$ cat src/rtl/mproc_pkg.sv
// Shared encodings and instruction field positions for the mproc multi-cycle control core.
package mproc_pkg;

   localparam logic [1:0] CLS_ALU  = 2'b00;
   localparam logic [1:0] CLS_JMP  = 2'b01;
   localparam logic [1:0] CLS_BZ   = 2'b10;
   localparam logic [1:0] CLS_HALT = 2'b11;

   typedef enum logic [1:0] {
      StIdle  = 2'b00,
      StFetch = 2'b01,
      StExec  = 2'b10,
      StHalt  = 2'b11
   } state_e;

   // Fields are packed MSB first: cls, op, wr, a, b.
   function automatic int unsigned cls_lsb(int unsigned dw);
      return dw - 2;
   endfunction

   function automatic int unsigned op_lsb(int unsigned dw);
      return dw - 4;
   endfunction

   function automatic int unsigned wr_lsb(int unsigned dw, int unsigned raw);
      return dw - 4 - raw;
   endfunction

   function automatic int unsigned a_lsb(int unsigned dw, int unsigned raw);
      return dw - 4 - 2 * raw;
   endfunction

   function automatic int unsigned b_lsb(int unsigned dw, int unsigned raw);
      return dw - 4 - 3 * raw;
   endfunction

endpackage

$ cat src/rtl/mproc_pc.sv
// Program counter: AW-bit register that wraps modulo 2^AW; load has priority over inc.
module mproc_pc #(
   parameter int unsigned AW = 7
) (
   input  logic          clk,
   input  logic          reset,
   input  logic          inc,
   input  logic          load,
   input  logic [AW-1:0] target,
   output logic [AW-1:0] pc
);

   logic [AW-1:0] pc_q;
   logic [AW-1:0] pc_d;

   always_comb begin
      pc_d = pc_q;
      if (load) begin
         pc_d = target;
      end else if (inc) begin
         pc_d = pc_q + {{(AW-1){1'b0}}, 1'b1};
      end
   end

   always_ff @(posedge clk or negedge reset) begin
      if (!reset) begin
         pc_q <= '0;
      end else begin
         pc_q <= pc_d;
      end
   end

   assign pc = pc_q;

endmodule

$ cat src/rtl/mproc_mc.sv
// Multi-cycle control core: fetch/execute FSM with memory handshake, instruction register,
// decode to the reg_alu datapath, conditional branch and halt.
module mproc_mc
   import mproc_pkg::*;
#(
   parameter int unsigned DW  = 16,
   parameter int unsigned AW  = 7,
   parameter int unsigned RAW = 3
) (
   input  logic           clk,
   input  logic           reset,
   output logic           mem_req,
   input  logic           mem_ack,
   output logic [AW-1:0]  addr,
   input  logic [DW-1:0]  d_in,
   input  logic           zero,
   output logic [RAW-1:0] rd_addr_a,
   output logic [RAW-1:0] rd_addr_b,
   output logic [RAW-1:0] wr_addr,
   output logic [1:0]     op,
   output logic           wr_reg,
   output logic           halted
);

   localparam int unsigned ClsLsb = cls_lsb(DW);
   localparam int unsigned OpLsb  = op_lsb(DW);
   localparam int unsigned WrLsb  = wr_lsb(DW, RAW);
   localparam int unsigned ALsb   = a_lsb(DW, RAW);
   localparam int unsigned BLsb   = b_lsb(DW, RAW);

   state_e        state_q;
   logic [DW-1:0] ir_q;
   logic          mem_req_q;
   logic          wr_reg_q;
   logic          halted_q;
   logic [1:0]    cls;
   logic [1:0]    d_in_cls;
   logic          pc_inc;
   logic          pc_load;
   logic [AW-1:0] pc;

   assign cls      = ir_q[ClsLsb +: 2];
   assign d_in_cls = d_in[ClsLsb +: 2];

   always_ff @(posedge clk or negedge reset) begin
      if (!reset) begin
         ir_q <= '0;
      end else if (state_q == StFetch && mem_ack) begin
         ir_q <= d_in;
      end
   end

   always_comb begin
      pc_inc  = 1'b0;
      pc_load = 1'b0;
      if (state_q == StExec) begin
         case (cls)
            CLS_ALU: pc_inc = 1'b1;
            CLS_JMP: pc_load = 1'b1;
            CLS_BZ: begin
               pc_load = zero;
               pc_inc  = !zero;
            end
            default: ;
         endcase
      end
   end

   mproc_pc #(
      .AW(AW)
   ) u_pc (
      .clk   (clk),
      .reset (reset),
      .inc   (pc_inc),
      .load  (pc_load),
      .target(ir_q[AW-1:0]),
      .pc    (pc)
   );

   // wr_reg is decided from d_in at the fetch edge so the pulse lines up with EXEC.
   always_ff @(posedge clk or negedge reset) begin
      if (!reset) begin
         state_q   <= StIdle;
         mem_req_q <= 1'b0;
         wr_reg_q  <= 1'b0;
         halted_q  <= 1'b0;
      end else begin
         case (state_q)
            StIdle: begin
               state_q   <= StFetch;
               mem_req_q <= 1'b1;
            end
            StFetch: begin
               if (mem_ack) begin
                  state_q   <= StExec;
                  mem_req_q <= 1'b0;
                  wr_reg_q  <= (d_in_cls == CLS_ALU);
               end
            end
            StExec: begin
               wr_reg_q <= 1'b0;
               if (cls == CLS_HALT) begin
                  state_q  <= StHalt;
                  halted_q <= 1'b1;
               end else begin
                  state_q   <= StFetch;
                  mem_req_q <= 1'b1;
               end
            end
            StHalt: begin
               mem_req_q <= 1'b0;
               halted_q  <= 1'b1;
            end
            default: state_q <= StIdle;
         endcase
      end
   end

   assign mem_req   = mem_req_q;
   assign wr_reg    = wr_reg_q;
   assign halted    = halted_q;
   assign addr      = pc;
   assign op        = ir_q[OpLsb +: 2];
   assign wr_addr   = ir_q[WrLsb +: RAW];
   assign rd_addr_a = ir_q[ALsb +: RAW];
   assign rd_addr_b = ir_q[BLsb +: RAW];

endmodule

$ cat config.mk
export PLATFORM = sky130hd
export DESIGN_NAME = mproc_mc
export DESIGN_NICKNAME = d
export VERILOG_FILES = /design/src/rtl/mproc_pkg.sv /design/src/rtl/mproc_pc.sv /design/src/rtl/mproc_mc.sv
export SDC_FILE = /design/constraint.sdc
export NUM_CORES = 1
export LEC_CHECK = 0
export ABC_AREA = 1
export ABC_CLOCK_PERIOD_IN_PS = 4350
export CAP_MARGIN = 20
export CORE_ASPECT_RATIO = 1.1
export CORE_UTILIZATION = 30
export DETAILED_ROUTE_END_ITERATION = 8
export GPL_TIMING_DRIVEN = 0
export PLACE_DENSITY = 0.63
export SLEW_MARGIN = 30
export SYNTH_ARGS = -nofsm -noshare
export SYNTH_HDL_FRONTEND = slang
export SYNTH_SLANG_ARGS = --single-unit
$ cat constraint.sdc
create_clock -name clk -period 4.35 [get_ports clk]
set_clock_uncertainty 0.05 [all_clocks]
set_input_delay 0.87 -clock clk [delete_from_list [all_inputs] [get_ports clk]]
set_output_delay 0.87 -clock clk [all_outputs]
set_load 0.03 [all_outputs]
==> results.toml <==
# generated from flow reports
[yosys]
synth.net_count = 225
synthDominantAreaCellType = "sky130_fd_sc_hd__dfrtp_1"
synthTopCellsByArea = "sky130_fd_sc_hd__dfrtp_1 45%, sky130_fd_sc_hd__nand2_1 20%, sky130_fd_sc_hd__ha_1 8.0%"
mappedNetlistArea_mm2 = 0.001559
synthCells = 195
ys_seq_share_pct = 44.94
postSynthRegisterBits = 28
synth.lib_cells_used.distinct = 23
avgSynthCellArea_um2 = 7.995
ys.warnings.count = 0
synth_largest_type_area_fraction_pct = 44.94
synth.yosys.num_cells = 195
yosysChipArea_mm2 = 0.001559

[global_route]
grt_pass1_wl_mm = 5.906
grt_start_max_net_pins = 29
antenna_found_initial = 0
globalRoute.totalOverflow = 0
grt_pass1_vias = 1349

[route]
wl_cell_um = 11.06
final_antenna_net_count = 0
via_per_inst = 4.404
drt_iter0_markers = 49
drt_drc_violations_left = 12
firstDrtPassIters = 6
route.vias.total = 1308

[pwr]
vdd.ir_drop.worst_uv = 246.4
power-per-cell-area_mw_per_mm2 = 691.5
cellLeakagePower_nw = 1.059

[clock_network]
cts.reportedPaths.clkPinSlew_ns = 0.10
clockBufferDepth = 2
total_clock_buffers_created_by_cts = 3
clkSinkCount = 28
htree_levels = 1
insertion_delay_ns = 0.27
tritoncts = "built"
cts_repair_resize_count = 0
post_cts_hold_buffer_count = 0
clock_tree.root_cell = "sky130_fd_sc_hd__clkbuf_8"
cts_post_setup_buffers_inserted = 0

[timing]
fmax_mhz = 418.5
timing_worst_slew_pin_value_ns = 0.6320
timing.setup.tns_ns = 0
period_used_pct = 54.93
clock_period_minus_worst_slack_ns = 2.390
hold_slack_ns = 0.4254
setup_viol = 0
hold_violations = 0
report.final.slew_viol_count = 0
rsz0062_at_grt = "no"
timing.slew.headroom_pct = 57.87

[place]
postPlaceCellArea_mm2 = 0.002027
place.gp.congestion = 0.7727
numPortBuffers = 40
dp_hpwl_mm = 2.474

[worst_setup_path]
timing.critical_path.from_type = "flip-flop"
timing.critical_path.to = "addr[2]"
type_of_destination_of_the_critical_path = "output pin"
timing.setup.critical_path_class = "reg -> out"
r2r_end = "ir_q[3]"
crit_start = "u_pc.pc[2]"
worst_path_max_delay_cell = "sky130_fd_sc_hd__clkdlybuf4s50_1"
crit_buf_inv = 1
critPathMaxFanout = 7
cp_num_cells = 1
crit_arrival_ns = 1.47
critical_path.cell_chain = "clkdlybuf4s50_1"
cpLargestDelayFamily = "buffers and inverters"
slowest_delay_ns = 0.72
worst_ep_required_time_ns = 3.43
r2r.worst_path.cells = 7
critical_path.reg2reg.startpoint = "state_q[1]"
worst-r2r-setup-slack_ns = 2.80

[floorplanning]
core_util_floorplan_pct = 31.18
die_h_um = 77.61
core_region_area_mm2 = 0.005000
io_pins = 41
rows = 27
total_die_area_mm2 = 0.005489
floorplan.die.width_um = 70.74

[layout]
finalNetCount = 270
largest_register_ffs = 16
cell_area_after_layout_mm2 = 0.002082
areaGrowthSynthToFinish_pct = 33.55
registers.top_by_ff_count = "ir_q"
final_util_pct = 41.64
layout.cells.most_common = "sky130_fd_sc_hd__nand2_1"
layout-drive-gt1-share_pct = 12.97
layout_top_cells_excl_fill_tap = "84 x sky130_fd_sc_hd__nand2_1, 39 x sky130_fd_sc_hd__clkdlybuf4s50_1, 28 x sky130_fd_sc_hd__dfrtp_1"
num_antenna_cells = 0

[flow_run]
warning_count = 33
maxCapViolCount = 0

[worst_hold_path]
hold_path.startpoint = "halted"
hold_class = "reg -> reg"
hold_path_sink = "halted"
whs_path_depth = 2

[run_status]
violated_checks = "design-rule violations"
run_status = "finished with violations"
## kinds of logic (layout without fill, tap and decap cells)
family	Yosys count	count (layout)	synth area share [%]
AOI/OAI and AO/OA	17	17	6.903
buffers and inverters	33	77	11.40
xor gates and xnor gates	1	1	0.5619
and+or+nand+nor	106	106	28.17
DFF	28	28	44.94
adders and majority gates	10	10	8.026
## cell type report
class	instances	area (um2)
well taps	58	72.57
plain buffers	14	106.4
fillers	539	2918
inverters	19	71.32
multi-input cells	134	680.7
flip-flops and latches	28	700.7
repair buffers	40	395.4
clock buffers	4	55.05
## synthesized netlist by cell type, drive strengths merged
master / number
nand3b: 1
xnor2: 1
o21ai: 10
o31ai: 1
nand4: 2
o21a: 1
inv: 19
a21oi: 3
dfrtp: 28
buf: 14
nand3: 10
nand2: 89
ha: 10
or2: 1
o21bai: 1
nor2: 3
o211ai: 1
## metrics by stage
stage / power (mW) / std cells / setup WS [ns]
2_1_floorplan: 1.012 / 195 / 2.793
3_3_place_gp: 1.279 / 293 / 1.857
3_5_place_dp: 1.292 / 293 / 2.116
4_1_cts: 1.460 / 297 / 1.952
5_1_grt: 1.567 / 297 / 1.897
6_report: 1.440 / 297 / 1.960
## routing by layer
layer | track usage (%) | vias up | routed length, um
li1 | - | 683 | -
met1 | 15.94 | 596 | 1514
met2 | 24.62 | 27 | 1633
met3 | 2.597 | 2 | 126
met4 | 4.200 | 0 | 9
met5 | 0 | - | 0
## report_power, final
group          switching [mW]  internal [mW]
sequential              0.113          0.379
clock                  0.0813         0.0811
combinational           0.435          0.350
total                   0.629          0.811
layer_met3.png
(6 px per um)
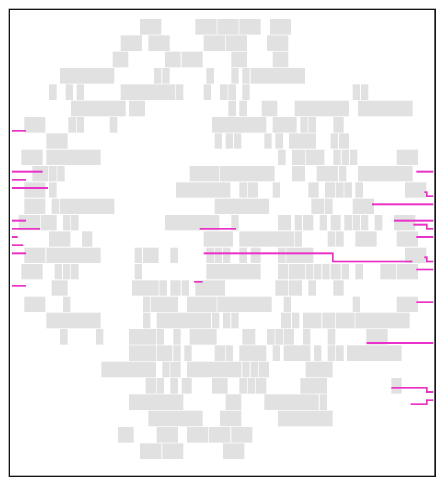
share of all routed wire	3.8%
main direction	horizontal
nets with wire on the layer	23
wire length on this layer	126 um

io_placement.png
(4 px per um) Pins as bars across the die edge, other pins in grey.
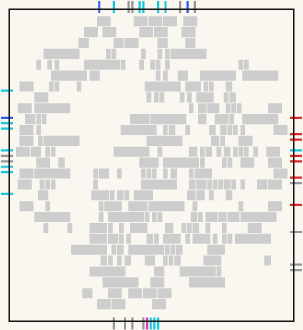
colour	port	pins	direction	edge
red	addr	7	output	east
blue	rd_addr_a	3	output	2 north, 1 west
cyan	d_in	16	input	7 west, 5 north, 3 south, 1 east
magenta	wr_reg	1	output	south
all pins by edge	12 east, 11 north, 10 west, 8 south

placement_by_type.png
(8 px per um)
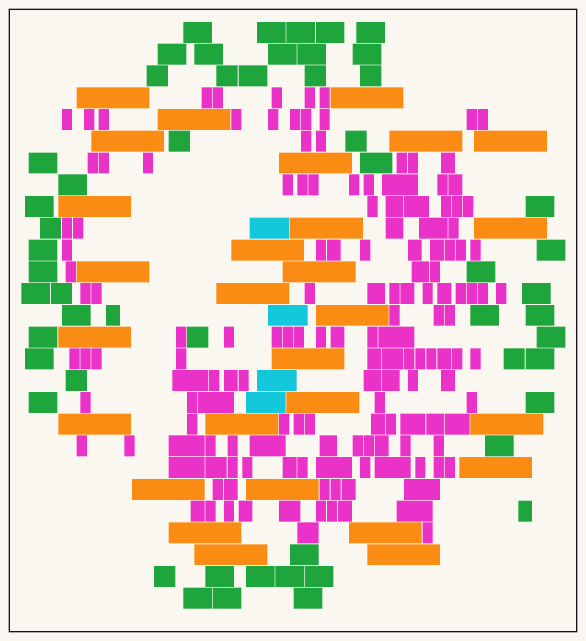
colour	class	cells	share of their area
magenta	combinational and other logic	153	37%
green	remaining buffers and delay cells	54	25%
cyan	clock drivers and dummy loads	4	2.7%
orange	sequential cells	28	35%

metal_density.png
(4 px per um) The die is cut into 14 by 16 equal tiles; dark purple is low, yellow is high, scaled to the fullest tile. Values are wire area over tile area, all layers added.
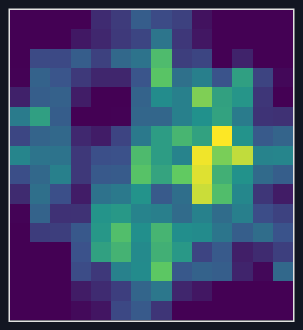
emptiest ninth of the die	south-west
nearly empty tiles	22%
fullest tile	0.34
densest ninth of the die	east
mean over tiles	0.092
tiles over half the peak	17%
global routing usage summed across all routing layers: 13.55%
Detailed Route WL: 3.284 mm

No activity file was given, so power comes from the tool's default toggle rates.
